pinout.png
Pins as bars across the die edge, other pins in gray.
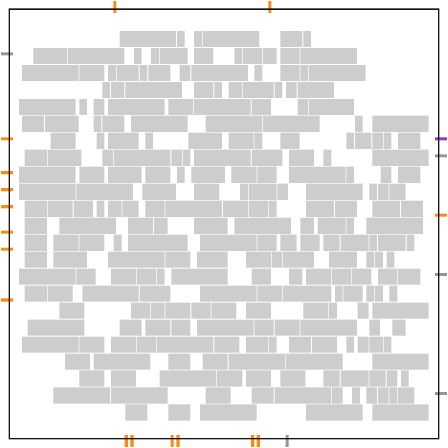
layers.png
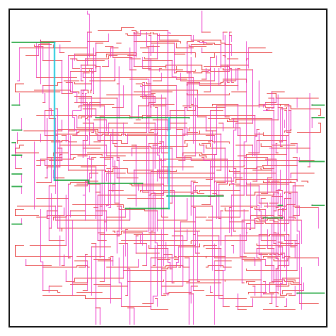
placed.png
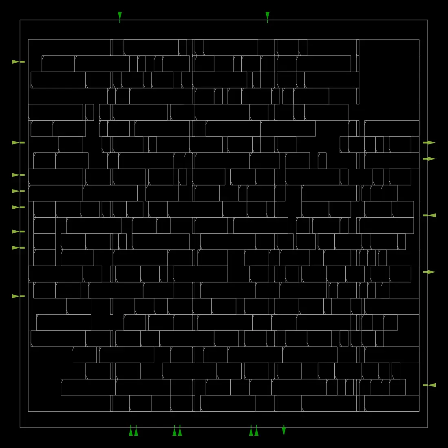
clock_wires.png
Scale bar: 20 um.
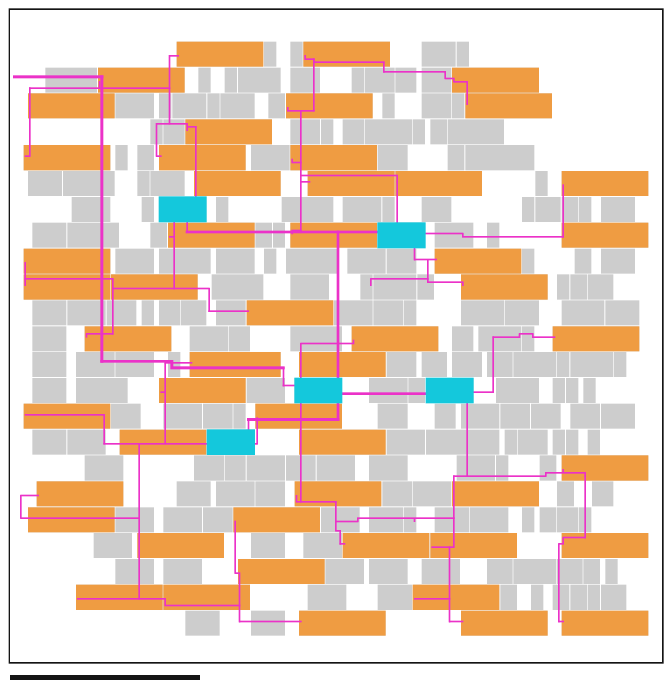
**config.mk**
```make
export PLATFORM = sky130hd
export DESIGN_NAME = led_shift_driver_flat
export DESIGN_NICKNAME = d
export VERILOG_FILES = /design/src/rtl/led_drv_pkg.sv /design/src/rtl/led_shift_driver_if.sv /design/src/rtl/led_shift_driver_phase_counter.sv /design/src/rtl/led_shift_driver.sv /design/src/flat_wrapper.sv
export SDC_FILE = /design/constraint.sdc
export NUM_CORES = 1
export LEC_CHECK = 0
export ABC_CLOCK_PERIOD_IN_PS = 4400
export CORE_UTILIZATION = 60
export DETAILED_ROUTE_END_ITERATION = 8
export GPL_TIMING_DRIVEN = 0
export PLACE_DENSITY = 0.82
export SLEW_MARGIN = 20
export SYNTH_ARGS = -nofsm -noshare
export SYNTH_HDL_FRONTEND = slang
export SYNTH_SLANG_ARGS = --single-unit
```
**constraint.sdc**
```tcl
create_clock -name clk -period 4.4 [get_ports clk]
set_input_delay 1.32 -clock clk [delete_from_list [all_inputs] [get_ports clk]]
set_output_delay 1.32 -clock clk [all_outputs]
set_load 0.02 [all_outputs]
```
**src/rtl/led_drv_pkg.sv**
```systemverilog
// rtl/led_drv_pkg.sv - shared types and defaults for the LED shift driver
package led_drv_pkg;

    typedef enum logic [1:0] {
        IDLE,
        SHIFT_LO,
        SHIFT_HI,
        LATCH
    } led_drv_state_t;

    localparam int LED_WIDTH       = 16;
    localparam int DEFAULT_CLK_DIV = 4;

endpackage

```
**src/rtl/led_shift_driver_if.sv**
```systemverilog
// rtl/led_shift_driver_if.sv - LED vector input and 74HC595-style serial pins
interface led_shift_driver_if
    import led_drv_pkg::*;
#(
    parameter int WIDTH = LED_WIDTH
);
    logic [WIDTH-1:0] led_in;
    logic             sclk;
    logic             sdo;
    logic             rclk;
    logic             busy;

    // master: the driver (consumes led_in, drives the chain pins)
    modport master (input led_in, output sclk, sdo, rclk, busy);
    // slave: whoever supplies the vector and observes the pins
    modport slave  (output led_in, input sclk, sdo, rclk, busy);
endinterface

```
**src/rtl/led_shift_driver_phase_counter.sv**
```systemverilog
// rtl/led_shift_driver_phase_counter.sv - half-period counter with clear and terminal-count pulse
module led_phase_counter (
    input  logic       clk,
    input  logic       rst_n,
    input  logic       clear,
    input  logic [7:0] div,
    output logic       tc
);
    logic [7:0] phase_cnt;

    // tc marks the last cycle of a div-cycle phase; suppressed while held clear
    assign tc = !clear && (phase_cnt == div - 8'd1);

    // free-running count that wraps on tc so consecutive phases line up
    always_ff @(posedge clk or negedge rst_n) begin
        if (!rst_n) begin
            phase_cnt <= '0;
        end else if (clear || tc) begin
            phase_cnt <= '0;
        end else begin
            phase_cnt <= phase_cnt + 8'd1;
        end
    end
endmodule

```
**src/rtl/led_shift_driver.sv**
```systemverilog
// rtl/led_shift_driver.sv - serialises the LED vector to a shift/latch chain; optional LED_REFRESH_EN
module led_shift_driver
    import led_drv_pkg::*;
#(
    parameter int WIDTH          = LED_WIDTH,
    parameter int CLK_DIV        = DEFAULT_CLK_DIV,
    parameter int MSB_FIRST      = 1,
    parameter int REFRESH_CYCLES = 1000000
) (
    input  logic               clk,
    input  logic               rst_n,
    led_shift_driver_if.master bus
);
    localparam int BW = $clog2(WIDTH);
    localparam logic [BW-1:0] LAST_BIT = BW'(WIDTH - 1);
    localparam logic [7:0]    DIV      = 8'(CLK_DIV);

    led_drv_state_t   state;
    logic [WIDTH-1:0] shift_reg;
    logic [WIDTH-1:0] shift_next;
    logic [WIDTH-1:0] shadow;
    logic [BW-1:0]    bit_cnt;
    logic             init_pending;
    logic             start;
    logic             tc;

    led_phase_counter u_phase (
        .clk   (clk),
        .rst_n (rst_n),
        .clear (state == IDLE),
        .div   (DIV),
        .tc    (tc)
    );

`ifdef LED_REFRESH_EN
    localparam int RW = $clog2(REFRESH_CYCLES + 1);
    logic [RW-1:0] refresh_cnt;
    logic          refresh_hit;

    assign refresh_hit = (refresh_cnt == RW'(REFRESH_CYCLES - 1));
    assign start = init_pending || (bus.led_in != shadow) || refresh_hit;

    // idle-time counter; forces a re-send so a corrupted external register heals
    always_ff @(posedge clk or negedge rst_n) begin
        if (!rst_n) begin
            refresh_cnt <= '0;
        end else if (state != IDLE || start) begin
            refresh_cnt <= '0;
        end else begin
            refresh_cnt <= refresh_cnt + 1'b1;
        end
    end
`else
    assign start = init_pending || (bus.led_in != shadow);
`endif

    // rotate rather than shift so the outgoing bit lands where the next read expects it
    always_comb begin
        shift_next = shift_reg;
        if (MSB_FIRST != 0) begin
            shift_next = {shift_reg[WIDTH-2:0], shift_reg[WIDTH-1]};
        end else begin
            shift_next = {shift_reg[0], shift_reg[WIDTH-1:1]};
        end
    end

    // frame sequencer with registered pin outputs; sdo only moves as sclk falls
    always_ff @(posedge clk or negedge rst_n) begin
        if (!rst_n) begin
            state        <= IDLE;
            shift_reg    <= '0;
            shadow       <= '0;
            bit_cnt      <= '0;
            init_pending <= 1'b1;
            bus.sclk     <= 1'b0;
            bus.sdo      <= 1'b0;
            bus.rclk     <= 1'b0;
            bus.busy     <= 1'b0;
        end else begin
            case (state)
                IDLE: begin
                    if (start) begin
                        shift_reg    <= bus.led_in;
                        shadow       <= bus.led_in;
                        init_pending <= 1'b0;
                        bus.busy     <= 1'b1;
                        bit_cnt      <= '0;
                        bus.sdo      <= (MSB_FIRST != 0) ? bus.led_in[WIDTH-1] : bus.led_in[0];
                        state        <= SHIFT_LO;
                    end
                end
                SHIFT_LO: begin
                    if (tc) begin
                        bus.sclk <= 1'b1;
                        state    <= SHIFT_HI;
                    end
                end
                SHIFT_HI: begin
                    if (tc) begin
                        bus.sclk <= 1'b0;
                        if (bit_cnt == LAST_BIT) begin
                            bus.rclk <= 1'b1;
                            state    <= LATCH;
                        end else begin
                            bit_cnt   <= bit_cnt + 1'b1;
                            shift_reg <= shift_next;
                            bus.sdo   <= (MSB_FIRST != 0) ? shift_next[WIDTH-1] : shift_next[0];
                            state     <= SHIFT_LO;
                        end
                    end
                end
                LATCH: begin
                    if (tc) begin
                        bus.rclk <= 1'b0;
                        bus.busy <= 1'b0;
                        bus.sdo  <= 1'b0;
                        state    <= IDLE;
                    end
                end
                default: state <= IDLE;
            endcase
        end
    end
endmodule

```
**src/flat_wrapper.sv**
```systemverilog
// flat-port wrapper written by rule: the top's interface ports become plain ports
module led_shift_driver_flat import led_drv_pkg::*;
#(
    parameter int WIDTH          = LED_WIDTH,
    parameter int CLK_DIV        = DEFAULT_CLK_DIV,
    parameter int MSB_FIRST      = 1,
    parameter int REFRESH_CYCLES = 1000000
)
  (clk, rst_n, bus_led_in, bus_sclk, bus_sdo, bus_rclk, bus_busy);
  led_shift_driver_if #(.WIDTH(WIDTH)) bus_i ();
  input  logic clk;
  input  logic rst_n;
  input wire logic [$bits(bus_i.led_in)-1:0] bus_led_in;
  output wire logic [$bits(bus_i.sclk)-1:0] bus_sclk;
  output wire logic [$bits(bus_i.sdo)-1:0] bus_sdo;
  output wire logic [$bits(bus_i.rclk)-1:0] bus_rclk;
  output wire logic [$bits(bus_i.busy)-1:0] bus_busy;
  assign bus_i.led_in = bus_led_in;
  assign bus_sclk = bus_i.sclk;
  assign bus_sdo = bus_i.sdo;
  assign bus_rclk = bus_i.rclk;
  assign bus_busy = bus_i.busy;
  led_shift_driver #(.WIDTH(WIDTH), .CLK_DIV(CLK_DIV), .MSB_FIRST(MSB_FIRST), .REFRESH_CYCLES(REFRESH_CYCLES)) u_core (.clk(clk), .rst_n(rst_n), .bus(bus_i));
endmodule
```
==> results.yml <==
# implementation run metrics
run_status:
  status: "complete, no violations"
synth:
  aoi_share: 0.0795
  edf_count: 0
  fp_nets: 246
  top_cells_by_count: "50 x dfrtp_1, 22 x mux2_2, 17 x nor2_1"
  flop_cell: "dfrtp_1"
  synth_top_area_share: 0.471
  synth_flops: 51
  adder_share: 0.0376
  synth_cell_types: 45
  synthArstFlopShare: 1.00
  synthSimpleGateAreaFrac: 0.0880
  yosys-mux-area-fraction: 0.215
  top_cell: "dfrtp_1"
  syn_area_sq_um: 2660
  topCellsByArea: "dfrtp_1 47%, mux2_2 9.3%, mux2_1 6.4%"
  ys_sh_xor: 0.0593
  ys_cells: 220
placement:
  dpl.hpwl_um: 3450
  pre_cts_ws_ps: 635
  io_buffer_count: 21
  dp.cells: 291
  gp_congestion: 0.760
  placed_area_sq_um: 2930
grt:
  track_usage: 0.232
  grt_pass1_wl_um: 7740
  gr-total-overflow: 0
setup_path:
  critPathKind: "input port to register"
  critPathMaxFanout: 10
  cp-start-kind: "input port"
  crit_family: "buffers and inverters"
  cp_slowest_stage_delay_ps: 470
  crit_path_cell_trace: "clkdlybuf4s50_1 -> xor2_1 -> nor4_1 -> and4_1 -> a21o_1 -> buf_2 -> mux2_1"
  critPathSlowestCell: "clkdlybuf4s50_1"
clock_network:
  cts.htree.levels: 2
  worstSkewPairLatency_ps: 300
  cts_tree: "done"
  clockBufferDepth: 2
  cts_resized: 0
  hold_buffers: 0
power_and_ir_drop:
  clk-power_mw: 0.259
  comb-power_mw: 0.978
  p_total_mw: 2.04
  top_power_group: "combinational logic"
  pg_seq_mw: 0.799
  switching_share: 0.360
drt:
  via_per_inst: 5.74
  ant_nets: 0
  drcViolationCount: 0
  wl_um: 4870
  wl_met2_um: 2350
  num_vias: 1715
  wl_per_cell_um: 16.3
finish:
  fin_cells: 299
  fill_cells: 283
  final_cell_mix: "50 x dfrtp_1, 22 x mux2_2, 20 x clkdlybuf4s50_1"
  nNetsFinal: 274
  final_common_cell: "dfrtp_1"
timing:
  drv_slew: 0
  worstMarginPinSlew_ps: 772
  fin_tns_setup_ps: 0
  slew_headroom: 0.480
  rsz0062_at_grt: "no"
floorplan:
  initial_core_util: 0.646
  pin_count: 22
  core_area_sq_um: 4120
About pinout.png:
| port | color | pins | direction | edge |
|---|---|---|---|---|
| `bus_busy` | purple | 1 | output | right |
| `bus_led_in` | orange | 16 | input | 7 left, 6 bottom, 2 top, 1 right |
all pins by edge: 8 left, 7 bottom, 5 right, 2 top

About layers.png:
| layer | color | wire length |
|---|---|---|
| M1 | red | 2,360 um |
| M4 | cyan | 49.6 um |
| M2 | magenta | 2,350 um |
| M3 | green | 107 um |

About placed.png:
Rows: 23
fin util: 0.731
flop count: 51
flop share of the area: 0.425

About clock_wires.png:
[clock wires] magenta | length: 575 um
[clock-net drivers] cyan | count: 5
[flip-flops] orange | count: 51
routed clock nets: 6
flops lie: spread over the die

==> final timing paths <==
check                                       startpoint                           to  slack, ps  depth (start not counted)
setup / recovery                        bus_led_in[10]             u_core.shadow[5]        940                          7
hold / removal             u_core.u_phase.phase_cnt[0]  u_core.u_phase.phase_cnt[0]        460                          1
setup reg to reg                       u_core.state[0]          u_core.shift_reg[8]       1640                          7
hold reg to reg            u_core.u_phase.phase_cnt[0]  u_core.u_phase.phase_cnt[0]        460                          1
max in group asynchronous                        rst_n            u_core.shadow[14]       2920                          1
min in group asynchronous                        rst_n            u_core.bit_cnt[1]       1020                          1
==> final cells by class <==
class	count	share of cell area
timing repair buffer	21	0.0690
buffer	7	0.0154
clock buffer	8	0.0266
multi-input combinational	146	0.424
inverter	16	0.0200
sequential	51	0.425
tap	50	0.0208
